`src/rtl/simon_autoplayer_pkg.sv`:
```
// Shared game definitions: autoplayer state encoding and flash LED patterns.
// The flash-display block uses the same pattern constants, so both sides agree
// on which LED means which bit.
package simon_autoplayer_pkg;

   typedef enum logic [2:0] {
      ST_IDLE    = 3'd0,
      ST_CAPTURE = 3'd1,
      ST_GAP     = 3'd2,
      ST_PRESS   = 3'd3,
      ST_DONE    = 3'd4
   } ap_state_e;

   localparam logic [1:0] FLASH_DARK    = 2'b00;
   localparam logic [1:0] FLASH_RIGHT   = 2'b01;  // bit 0
   localparam logic [1:0] FLASH_LEFT    = 2'b10;  // bit 1
   localparam logic [1:0] FLASH_ILLEGAL = 2'b11;

   // True for the two patterns that carry a sequence bit.
   function automatic logic is_bit_flash(input logic [1:0] f);
      return (f == FLASH_LEFT) || (f == FLASH_RIGHT);
   endfunction

endpackage

```
`src/rtl/simon_autoplayer_if.sv`:
```
// Game-side link between the autoplayer and the Simon game: the game shows
// flashes and marks the end of a sequence, the autoplayer drives the buttons.
interface simon_autoplayer_if;
   logic [1:0] flash;
   logic       flash_done;
   logic       press_left;
   logic       press_right;

   // Autoplayer side.
   modport master (
      input  flash,
      input  flash_done,
      output press_left,
      output press_right
   );

   // Game side.
   modport slave (
      output flash,
      output flash_done,
      input  press_left,
      input  press_right
   );
endinterface

```
`src/rtl/simon_autoplayer_timer.sv`:
```
// Loadable down-counter used for both the release gap and the press hold.
// Loading N-1 makes the owner wait N cycles; the count sticks at zero, so it
// never wraps while the owner is waiting to act on done.
module autoplayer_timer #(
   parameter int WIDTH = 21
) (
   input  logic             clk,
   input  logic             reset,
   input  logic             load,
   input  logic [WIDTH-1:0] load_val,
   output logic             done
);

   logic [WIDTH-1:0] cnt_q;
   logic [WIDTH-1:0] cnt_d;

   // Next count: load wins, otherwise count down and hold at zero.
   always_comb begin
      cnt_d = cnt_q;
      if (load) begin
         cnt_d = load_val;
      end else if (cnt_q != '0) begin
         cnt_d = cnt_q - 1'b1;
      end
   end

   // Count register.
   always_ff @(posedge clk or posedge reset) begin
      if (reset) begin
         cnt_q <= '0;
      end else begin
         cnt_q <= cnt_d;
      end
   end

   assign done = (cnt_q == '0);

endmodule

```
`src/rtl/simon_autoplayer.sv`:
```
// Simon autoplayer: watches the flashed bit sequence, then replays it as
// timed button presses with a release gap before each press.
module simon_autoplayer
   import simon_autoplayer_pkg::*;
#(
   parameter int PRESS_CYCLES = 2000000,
   parameter int GAP_CYCLES   = 2000000,
   parameter int MAX_BITS     = 8
) (
   input  logic                clk,
   input  logic                reset,
   input  logic                enable,
   simon_autoplayer_if.master  game,
   output logic                busy,
   output logic [3:0]          seq_len,
   output logic                error
);

   localparam int TMAX = (PRESS_CYCLES > GAP_CYCLES) ? PRESS_CYCLES : GAP_CYCLES;
   localparam int TW   = $clog2(TMAX + 1);
   localparam logic [TW-1:0] GAP_VAL   = TW'(GAP_CYCLES - 1);
   localparam logic [TW-1:0] PRESS_VAL = TW'(PRESS_CYCLES - 1);
   localparam logic [3:0]    MAX_LEN   = 4'(MAX_BITS);

   ap_state_e             state_q, state_d;
   logic [3:0]            seq_len_q, seq_len_d;
   logic [3:0]            idx_q, idx_d;
   logic [MAX_BITS-1:0]   bits_q, bits_d;
   logic [1:0]            flash_prev_q, flash_prev_d;
   logic                  error_q, error_d;
   logic                  press_left_q, press_left_d;
   logic                  press_right_q, press_right_d;

   logic                  tmr_load;
   logic [TW-1:0]         tmr_val;
   logic                  tmr_done;
   logic                  flash_edge;
   logic                  cur_bit;

   // Stored bit at a 4-bit index; indices past MAX_BITS read as 0.
   function automatic logic pick_bit(input logic [MAX_BITS-1:0] b, input logic [3:0] i);
      logic r;
      r = 1'b0;
      for (int k = 0; k < MAX_BITS; k++) begin
         if (k == int'(i)) r = b[k];
      end
      return r;
   endfunction

   autoplayer_timer #(.WIDTH(TW)) u_timer (
      .clk      (clk),
      .reset    (reset),
      .load     (tmr_load),
      .load_val (tmr_val),
      .done     (tmr_done)
   );

   // A bit is recorded only on a dark-to-bit transition; 11 is not dark.
   assign flash_edge = (flash_prev_q == FLASH_DARK) && is_bit_flash(game.flash);

   // Next-state, capture/replay bookkeeping and registered press levels.
   always_comb begin
      state_d       = state_q;
      seq_len_d     = seq_len_q;
      idx_d         = idx_q;
      bits_d        = bits_q;
      error_d       = error_q;
      flash_prev_d  = game.flash;
      tmr_load      = 1'b0;
      tmr_val       = '0;
      press_left_d  = 1'b0;
      press_right_d = 1'b0;
      cur_bit       = 1'b0;

      case (state_q)
         ST_IDLE: begin
            seq_len_d = '0;
            idx_d     = '0;
            bits_d    = '0;
            tmr_load  = 1'b1;
            tmr_val   = '0;
            if (enable) state_d = ST_CAPTURE;
         end
         ST_CAPTURE: begin
            if (game.flash == FLASH_ILLEGAL) begin
               error_d = 1'b1;
            end else if (flash_edge) begin
               if (seq_len_q == MAX_LEN) begin
                  error_d = 1'b1;
               end else begin
                  for (int k = 0; k < MAX_BITS; k++) begin
                     if (k == int'(seq_len_q)) bits_d[k] = (game.flash == FLASH_LEFT);
                  end
                  seq_len_d = seq_len_q + 4'd1;
               end
            end
            if (game.flash_done && (seq_len_d != '0)) begin
               state_d  = ST_GAP;
               idx_d    = '0;
               tmr_load = 1'b1;
               tmr_val  = GAP_VAL;
            end
         end
         ST_GAP: begin
            if (tmr_done) begin
               state_d  = ST_PRESS;
               tmr_load = 1'b1;
               tmr_val  = PRESS_VAL;
            end
         end
         ST_PRESS: begin
            if (tmr_done) begin
               idx_d = idx_q + 4'd1;
               if (idx_d < seq_len_q) begin
                  state_d  = ST_GAP;
                  tmr_load = 1'b1;
                  tmr_val  = GAP_VAL;
               end else begin
                  state_d = ST_DONE;
               end
            end
         end
         ST_DONE: begin
            seq_len_d = '0;
            bits_d    = '0;
            idx_d     = '0;
            state_d   = ST_CAPTURE;
         end
         default: state_d = ST_IDLE;
      endcase

      // Losing enable always parks the block; error is deliberately kept.
      if (!enable) begin
         state_d  = ST_IDLE;
         tmr_load = 1'b1;
         tmr_val  = '0;
      end

      // Press levels follow the state being entered so they line up with PRESS.
      cur_bit = pick_bit(bits_d, idx_d);
      if (state_d == ST_PRESS) begin
         press_left_d  = cur_bit;
         press_right_d = !cur_bit;
      end
   end

   // State and data registers.
   always_ff @(posedge clk or posedge reset) begin
      if (reset) begin
         state_q       <= ST_IDLE;
         seq_len_q     <= '0;
         idx_q         <= '0;
         bits_q        <= '0;
         flash_prev_q  <= FLASH_DARK;
         error_q       <= 1'b0;
         press_left_q  <= 1'b0;
         press_right_q <= 1'b0;
      end else begin
         state_q       <= state_d;
         seq_len_q     <= seq_len_d;
         idx_q         <= idx_d;
         bits_q        <= bits_d;
         flash_prev_q  <= flash_prev_d;
         error_q       <= error_d;
         press_left_q  <= press_left_d;
         press_right_q <= press_right_d;
      end
   end

   assign busy             = (state_q != ST_IDLE);
   assign seq_len          = seq_len_q;
   assign error            = error_q;
   assign game.press_left  = press_left_q;
   assign game.press_right = press_right_q;

endmodule
```
`src/flat_wrapper.sv`:
```
// flat-port wrapper written by rule: the top's interface ports become plain ports
module simon_autoplayer_flat import simon_autoplayer_pkg::*;
#(
   parameter int PRESS_CYCLES = 2000000,
   parameter int GAP_CYCLES   = 2000000,
   parameter int MAX_BITS     = 8
)
  (clk, reset, enable, busy, seq_len, error, game_flash, game_flash_done, game_press_left, game_press_right);
  simon_autoplayer_if game_i ();
  input  logic clk;
  input  logic reset;
  input  logic enable;
  output logic busy;
  output logic [3:0] seq_len;
  output logic error;
  input wire logic [$bits(game_i.flash)-1:0] game_flash;
  input wire logic [$bits(game_i.flash_done)-1:0] game_flash_done;
  output wire logic [$bits(game_i.press_left)-1:0] game_press_left;
  output wire logic [$bits(game_i.press_right)-1:0] game_press_right;
  assign game_i.flash = game_flash;
  assign game_i.flash_done = game_flash_done;
  assign game_press_left = game_i.press_left;
  assign game_press_right = game_i.press_right;
  simon_autoplayer #(.PRESS_CYCLES(PRESS_CYCLES), .GAP_CYCLES(GAP_CYCLES), .MAX_BITS(MAX_BITS)) u_core (.clk(clk), .reset(reset), .enable(enable), .game(game_i), .busy(busy), .seq_len(seq_len), .error(error));
endmodule
```
`config.mk`:
```
export PLATFORM = sky130hd
export DESIGN_NAME = simon_autoplayer_flat
export DESIGN_NICKNAME = d
export VERILOG_FILES = /design/src/rtl/simon_autoplayer_pkg.sv /design/src/rtl/simon_autoplayer_if.sv /design/src/rtl/simon_autoplayer_timer.sv /design/src/rtl/simon_autoplayer.sv /design/src/flat_wrapper.sv
export SDC_FILE = /design/constraint.sdc
export NUM_CORES = 1
export LEC_CHECK = 0
export ABC_AREA = 1
export CAP_MARGIN = 30
export CORE_MARGIN = 3
export CORE_UTILIZATION = 50
export CTS_CLUSTER_SIZE = 28
export DETAILED_ROUTE_END_ITERATION = 10
export PLACE_DENSITY = 0.8
export SYNTH_ARGS = -nofsm -noshare
export SYNTH_HDL_FRONTEND = slang
export SYNTH_SLANG_ARGS = --single-unit
```
`constraint.sdc`:
```
create_clock -name clk -period 3 [get_ports clk]
set_input_delay 0.45 -clock clk [delete_from_list [all_inputs] [get_ports clk]]
set_output_delay 0.45 -clock clk [all_outputs]
set_load 0.05 [all_outputs]
```
Figure 1. Floorplan with the power grid (run 1).
The bar under the picture is 20 um long. Pins as bars on the die edge.
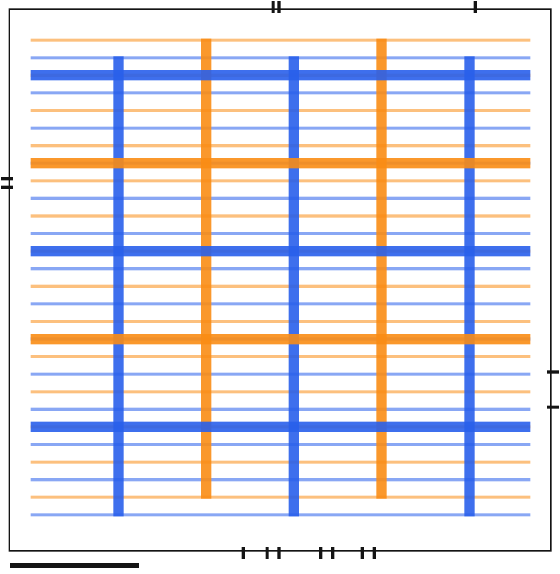
| colour | net |
|---|---|
| orange | VDD |
| blue | VSS |
rows: 27
met4 straps: 5
met5 straps: 5
signal pins: 14
Core Box Area: 0.005675 mm^2
width of the die: 83.55 um
die height: 83.55 um
maximum vdd ir drop: 0.0006032 V

Figure 2. Cells coloured by class (run 1).
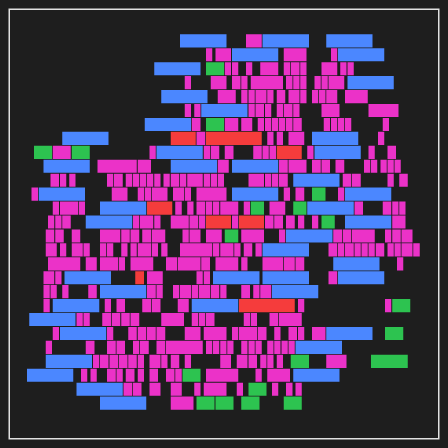
| colour | class | cells | share of their area |
|---|---|---|---|
| magenta | remaining logic cells | 336 | 56% |
| red | clock drivers and dummy loads | 8 | 4.1% |
| green | remaining buffers and delay cells | 19 | 5.7% |
| blue | registers | 45 | 34% |
post-route cell area: 0.003377 mm^2
Seq area share: 33.35%
core occupancy in the finished layout: 59.50%
placement row count: 27

==> run notes, run 1 <==
Flow results are below.

- Yosys reports that the leading cell type by area covers 37.45% of the netlist area.
- The launching element type of the critical path is a primary input, for reference.
- The capture point of the critical path is u_core.u_timer.cnt_q[0], for reference.
- The commonest non-fill, non-tap cell in the layout is inv_1, for reference.
- For reference, the top logic cell family by area is simple AND/OR/NAND/NOR gates.
- The switching component of the power was reported as 1.673 mW.
- The met2 track utilization from global routing is 33.67%, for reference.
- Per the breakdown, switching nets consume 48.71% of all power.
- Looking at the cell usage after synthesis, the top flip-flop cell is dfrtp_1.
- The clock passes through at most 2 buffers.
- The synthesis report lists the Yosys warning total as 0.
- Synthesis produced a netlist whose cell count is 387.
- In this run the worst setup path begins at game_flash[0].
- Looking at the clock tree report, the H-tree level count equals 2.
- Once layout is complete, the cells apart from fillers number 480.
- The area fraction in compound gates is 13.61%, for reference.
- The worst-case reg-to-reg setup slack stands at 440 ps.
- The routability-driven placement congestion ratio is 0.8941, for reference.
- Pin placement for this block handled 14 I/O pins.
- After detailed routing, the wire length on met1 is 2.941 mm.
- Leaving out buffers and inverters, the combinational logic in the layout accounts for 0.001560 mm^2.
- The final critical path takes up 90.92% of the cycle.
- In the final layout, the share of cells above drive strength 1 is 13.48%.
- Fill cells in the final layout number 505.
- The number of buffers created by CTS is 5, for reference.
- The depth of the worst register-to-register path is 15, for reference.
- The simple-gate share of the synthesized area is 30.79%, for reference.
- The sequential group share of total power is 26.5%, for reference.
- Endpoints failing hold in the final report were tallied at 0.
- The first-pass GRT wire length is 11.28 mm, for reference.
- Summed over all nets, wire length on met2 after detailed routing comes to 3.118 mm.
- The tool warning count is 30, for reference.
- The final net count is 424, for reference.
- Wire segments on met3 add up to 198 um in the final route.
- According to the cell report, the number of logic gates is 262.
- After synthesis, the design contains 387 cells according to Yosys.
- After detailed routing, the average wire length per cell comes to 13.16 um.
- The placed wire-length estimate is 4.854 mm, for reference.
- The script extracted a total leakage power of 1.661 nW.
- Setup repair after global routing left no endpoint under its margin.
- Per the timing report, the most critical flop-to-flop path finishes at u_core.u_timer.cnt_q[0].
- The CTS sink count is 45, for reference.
- The routed design shows a via density per instance of 5.417.
- The cell-mix breakdown from Yosys lists the XOR/XNOR area share as 2.913%.
- The power per standard cell area is 1017 mW/mm^2, for reference.
- The number of enable flip-flop cells is 0, for reference.
- The sequential fraction of the synthesis area is 37.45%, for reference.
- Counting every net in the synthesized netlist gives 404.
- The met3 capacity usage during global routing is 3.554%, for reference.
- The sequential cell area in the final layout is 0.001126 mm^2, for reference.
- Signal routing reaches up to met4.
- The layout has 5 clock buffers.
- Per the post-run analysis, buffers plus inverters along the critical path come to 4.
- The buffer count excluding the clock tree in the final layout is 19, for reference.
- Entering global routing, the biggest net connects 46 pins.
- For reference, the top cells by area after synthesis are dfrtp_1, inv_1, nand2_1.
- The run reported a max-capacitance violation count of 0.
- The routed layout has 2600 vias.
- Per the timing report, the biggest fanout along the worst path comes to 12.
- The dominant kind of cell by area is combinational gates, for reference.
- The fraction of final cell area spent on non-clock buffers in this run is 5.558%.
- The number of different library cells used by synthesis comes to 40.
- The routed design could run at a clock period as short as 2728 ps.
- The run finished with clean final reports.
- The commonest cells after synthesis are inv_1, nand2_1, dfrtp_1, nor2_1, nand3_1.
- The via count of the first global-routing pass came to 2528.
- The worst setup path category is in -> reg, for reference.
- Global routing used 19.32% of the available tracks.
- In the log, the iteration count for the first detailed-route pass is 4.
- The combinational power share is 57.8%, for reference.
- For this design, the CTS-stage hold fixing added 0 buffers.
- The most common cell in the synthesized netlist is inv_1, for reference.
- The worst min-delay path category is in -> async, for reference.
- The fraction of registers with async set/reset is 100.0%, for reference.
- Per the finish-stage timing summary, setup violations number 0.
- The number of DRC markers in iteration 0 is 161, for reference.
- Hold timing on the final database bottoms out at a slack of 325.6 ps.
- Routing resource usage on met1 recorded by global route was 25.05%.
- The arrival time of data at the worst endpoint is listed as 2960 ps.
- Walking the critical path from launch to capture passes 18 cell instances.
- The data required time of the worst path is 3240 ps, for reference.
- Among the stages of the critical path, the cell type that occurs most often is nand2_1.
- The antenna cell count is 0, for reference.
- Setup total negative slack on the finished layout was measured at 0 ps.
Figure 3. Clock distribution (run 1).
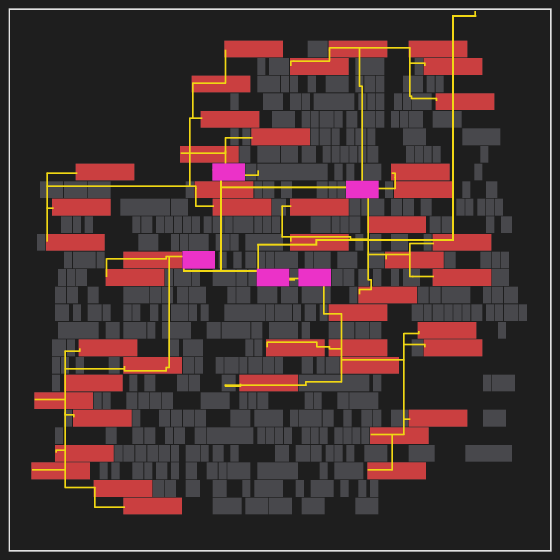
[magenta] clock-net drivers | count: 5
[yellow] clock wires | length: 557 um
[red] flip-flops | count: 45
flops lie: spread over the die
routed clock nets: 6
clock insertion delay at the later pin of the skew report: 300 ps
power in the clock group: 0.539 mW
post-route clock skew: 10.94 ps
Clk pwr share: 15.7%

==> run 1: registers in the layout (all words and copies together) (netlist names) <==
name                     count
u_core.state_q               3
u_core.game.press_right      1
u_core.idx_q                 4
u_core.error                 1
u_core.flash_prev_q          2
u_core.game.press_left       1
u_core.seq_len               4
u_core.bits_q                8
u_core.u_timer.cnt_q        21
==> run 1: metrics by stage <==
step / total power, mW / area [um^2] / util, % / setup slack [ps]
6_report: 3.435 / 3377 / 59.50 / 272.4
3_3_place_gp: 2.835 / 3223 / 56.79 / 113.7
4_1_cts: 3.441 / 3357 / 59.15 / 290.2
2_1_floorplan: 2.504 / 3007 / - / 474.0
5_1_grt: 3.761 / 3377 / 59.50 / 50.05
3_5_place_dp: 2.893 / 3223 / 56.79 / 8.468
==> run 1: power groups by stage <==
stage	Sequential (mW)	Combinational (mW)	Clock, mW
final	0.910	1.99	0.539
after global routing	0.933	2.26	0.568
after CTS	0.908	1.99	0.543
after detailed placement	0.918	1.97	0
after global placement	0.914	1.92	0
after floorplan	0.930	1.57	0
==> run 1: worst min path at each step <==
stage	from	to	slack [ps]	cells past startpoint
3_3_place_gp	u_core.error	u_core.error	480	1
3_5_place_dp	u_core.error	u_core.error	470	1
5_1_grt	reset	u_core.u_timer.cnt_q[4]	330	2
2_1_floorplan	u_core.u_timer.cnt_q[1]	u_core.u_timer.cnt_q[1]	470	2
4_1_cts	u_core.error	u_core.error	490	1
6_report	reset	u_core.u_timer.cnt_q[4]	330	2
==> run 1: worst reg2reg max path: cells and delay by family (launching register included) <==
family	cells	cell delay, ps
AOI/OAI and AO/OA	1	160
adders and majority gates	1	290
buffers and inverters	3	340
DFF	1	520
and+or+nand+nor	10	1190
Figure 4. Metal layers overlaid (run 1).
The bar under the picture is 20 um long.
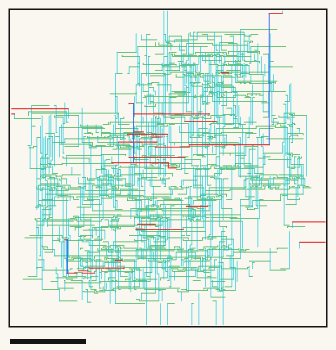

==> run 2, diff against run 1 <==
--- a/config.mk
+++ b/config.mk
@@ -7,7 +7,7 @@
 export LEC_CHECK = 0
 export ABC_AREA = 1
 export CAP_MARGIN = 30
-export CORE_MARGIN = 3
+export CORE_MARGIN = 5
 export CORE_UTILIZATION = 50
 export CTS_CLUSTER_SIZE = 28
 export DETAILED_ROUTE_END_ITERATION = 10
Figure 5. Metal layers overlaid (run 2).
The bar under the picture is 20 um long.
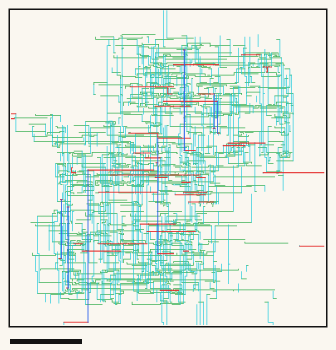
| colour | layer | wire length |
|---|---|---|
| cyan | M2 | 3020 um |
| blue | M4 | 159 um |
| green | M1 | 3060 um |
| red | M3 | 298 um |

==> run 2 against run 1 <==
  * Maximum frequency rose by 5.8%
  * Routed wire length rose by 3.6%
  * Non-clock buffer count fell by 1
  * Largest power group unchanged
  * Synthesized area did not move
  * Core utilization fell by 2.9 points
  * Cell area fell by 1.3%
  * Clock-buffer cell count did not move
  * First-iteration DRC count rose by 7.5%
  * Combinational power barely moved
==> run notes, run 2 <==
Flow results are below.

- The iteration count of the initial detailed-routing pass is 4, for reference.
- The total routing usage reported by global routing is 19.51%, for reference.
- Summing internal, switching and leakage power gives 3.298 mW.
- Of all nets on the critical path, the largest fanout is 12.
- For reference, the top cells by area after synthesis are dfrtp_1, inv_1, nand2_1.
- The sequential fraction of the synthesis area is 37.45%, for reference.
- STA puts the critical path data arrival time at 2830 ps.
- The registers reported with the highest flop counts are u_core.u_timer.cnt_q (21), u_core.bits_q (8).
- The number of instances in the synthesized netlist is 387, for reference.
- The static leakage power is 1.633 nW, for reference.
- Measured in cells, the most critical reg-to-reg path has a length of 16.
- The final antenna diode tally reported by the flow is 0.
- The clock tree skew after final layout is 5.509 ps, for reference.
- The share of post-route cells with drive strength above 1 is 13.27%, for reference.
- Sorting the synthesis cell report by count puts at the top inv_1.
- The worst setup path category is in -> reg, for reference.
- The critical path in the final layout is reported with a setup slack of 421.3 ps.
- The cell area after synthesis is 0.003007 mm^2, for reference.
- The number of buffer and inverter stages on the critical path is 4, for reference.
- Total power normalized to cell area comes to 989.4 mW/mm^2.
- The data required time of the worst path is 3250 ps, for reference.
- The launch point of the critical path is game_flash[0], for reference.
- For the worst-skew pair, the clock arrives at the later sink with an insertion delay of 300 ps.
- The run finished with clean final reports.
- The dominant synthesized flop cell is dfrtp_1, for reference.
- The via count of the first global-routing pass is 2559, for reference.
- The final global-route overflow total is 0, for reference.
- The setup slack of the worst register-to-register path is 490 ps, for reference.
- The final cycle utilization of the critical path is 85.96%, for reference.
- The register ranked first by flip-flop count is u_core.u_timer.cnt_q, for reference.
- In the routed layout, each cell is associated on average with a via count of 5.438.
- The I/O pin count is 14, for reference.
- Among all stages on the critical path, the largest delay is contributed by clkdlybuf4s50_1.
- The cell chosen for the clock root is clkbuf_8, for reference.
- The routed design could run at a clock period as short as 2579 ps.
- The final setup violation count is 0, for reference.
- Yosys mapped the design onto 40 distinct sky130hd cell types.
- The cell that appears most often on the critical path is nand2_1.
- IR analysis of the VDD net gives a maximum drop of 0.0006112 V.
- The count of yosys warnings during synthesis is 0, for reference.
- The placed cell area is 0.003219 mm^2, for reference.
- Once detailed placement completed, the half-perimeter wirelength came to 4.818 mm.
- The cell row count is 28, for reference.
- The finished layout holds 482 standard cells, fillers aside.
- The worst min-delay path category is in -> async, for reference.
- The filler cells instantiated in the layout total 527.
- Across the run, the number of max-cap violations was 0.
- The number of buffers created by CTS is 5, for reference.
- The longest clock path from root to sink contains 2 buffers.
- The tool warning count for the run is 30.
- Including well taps, the total number of placed cells is 473.
- The number of buffers added to fix hold violations after cts is 0, for reference.
- OpenSTA, run right after detailed placement, puts the worst setup slack at 74.45 ps.
- When the netlist entered floorplanning its net count stood at 404.
- Of the post-synthesis cell area, the dominant cell type holds 37.45%.
- The number of DRC markers in iteration 0 is 173, for reference.
- For this sky-water flow run, the detailed-routed wirelength per cell is reported as 13.57 um.
- The launching element type of the critical path is a primary input, for reference.
- The count of endpoints failing hold in the final timing report is 0, for reference.
- The library cell used most frequently in the layout, excluding fill and tap cells, is inv_1.
- TritonCTS built the clock tree.
- The summed area of non-filler cells in the final layout is 0.003333 mm^2, for reference.
- The worst hold-check slack is 322.8 ps, for reference.
- The core outline area is 0.005886 mm^2, for reference.
- The die is 87.55 um wide.
- The first-pass GRT wire length is 11.99 mm, for reference.
- Looking at the reg2reg group, the worst path starts from u_core.u_timer.cnt_q[0].
- The largest net degree at the start of global routing is 46, for reference.
- The total vias in the final route is 2621, for reference.
- The y dimension of the die is 87.55 um, for reference.
- The CTS sink count is 45, for reference.
- The fraction of registers with async set/reset is 100.0%, for reference.
- The placement summary gives the final routability congestion estimate as 0.8710.
- For the final routed database, the setup TNS stands at 0 ps.
- By count the netlist is led by inv_1, nand2_1, dfrtp_1, nor2_1, nand3_1.
- The endpoint of the worst-slack reg-to-reg timing path is u_core.game.press_left, for reference.
- The synthesized netlist was found by Yosys to have 387 cells.
- The final net count is 423, for reference.
- The flip-flop count of the largest register, all copies and words added is 21, for reference.
- Setup repair after global routing left no endpoint under its margin.
- The number of enable flip-flop cells is 0, for reference.
- The final standard cell utilization of the core is 56.63%, for reference.
- The H-tree depth is 2, for reference.
Figure 6. Clock distribution (run 2).
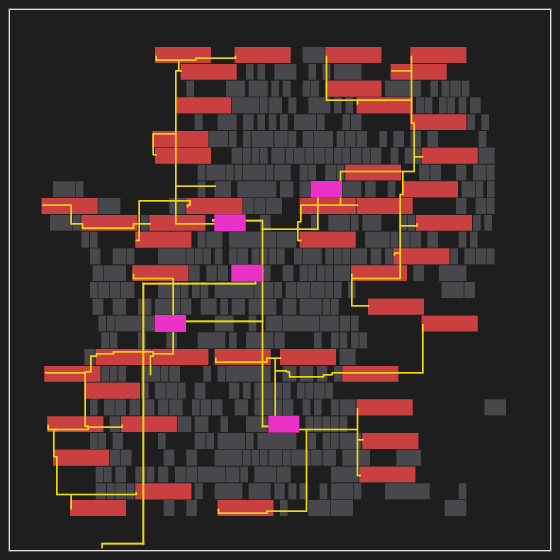
[magenta] clock-net drivers | count: 5
[yellow] clock wires | length: 591 um
[red] flip-flops | count: 45
routed clock nets: 6
flops lie: spread over the die

==> run 2: cell counts after synthesis <==
No cell type changed its count.
==> run 2: worst max path at each step <==
| stage | depth (start not counted) | endpoint | slack (ps) |
|---|---|---|---|
| floorplan | 15 | u_core.u_timer.cnt_q[0] | 470 |
| global placement | 17 | u_core.u_timer.cnt_q[6] | 160 |
| detailed placement | 17 | u_core.game.press_right | 70 |
| CTS | 17 | u_core.u_timer.cnt_q[3] | 400 |
| global route | 18 | u_core.u_timer.cnt_q[0] | 100 |
| finish | 18 | u_core.u_timer.cnt_q[0] | 420 |
==> run 2: cells by family after synthesis <==
family          Yosys count  share of synthesized area (%)
compound gates           68                          13.61
fa+ha+maj                11                          4.578
simple gates            173                          30.79
xor+xnor                 10                          2.913
buf+inv                  80                          10.65
flops                    45                          37.45
==> run 2: layout make-up <==
| class | instances | area, um^2 | area share [%] |
|---|---|---|---|
| multi-input cells | 262 | 1560 | 46.81 |
| flip-flops and latches | 45 | 1126 | 33.78 |
| inverters | 74 | 279.0 | 8.371 |
| repair buffers | 18 | 180.2 | 5.405 |
| well taps | 75 | 93.84 | 2.815 |
| clock buffers | 5 | 68.82 | 2.065 |
| clock inverters | 3 | 25.02 | 0.7508 |
==> run 2: metal layers <==
layer  share of wire, %  GRT usage, %
met5                  0             0
met3                4.5         2.822
met2                 46         30.48
met4                2.4         8.229
met1                 47         27.16
==> run 2: power breakdown <==
part | switching, mW | total, mW | internal (mW)
Clock | 0.231 | 0.400 | 0.168
Sequential | 0.157 | 0.911 | 0.755
Combinational | 1.31 | 1.99 | 0.674
Total | 1.70 | 3.30 | 1.60
Power is estimated from default activity; no workload was simulated.
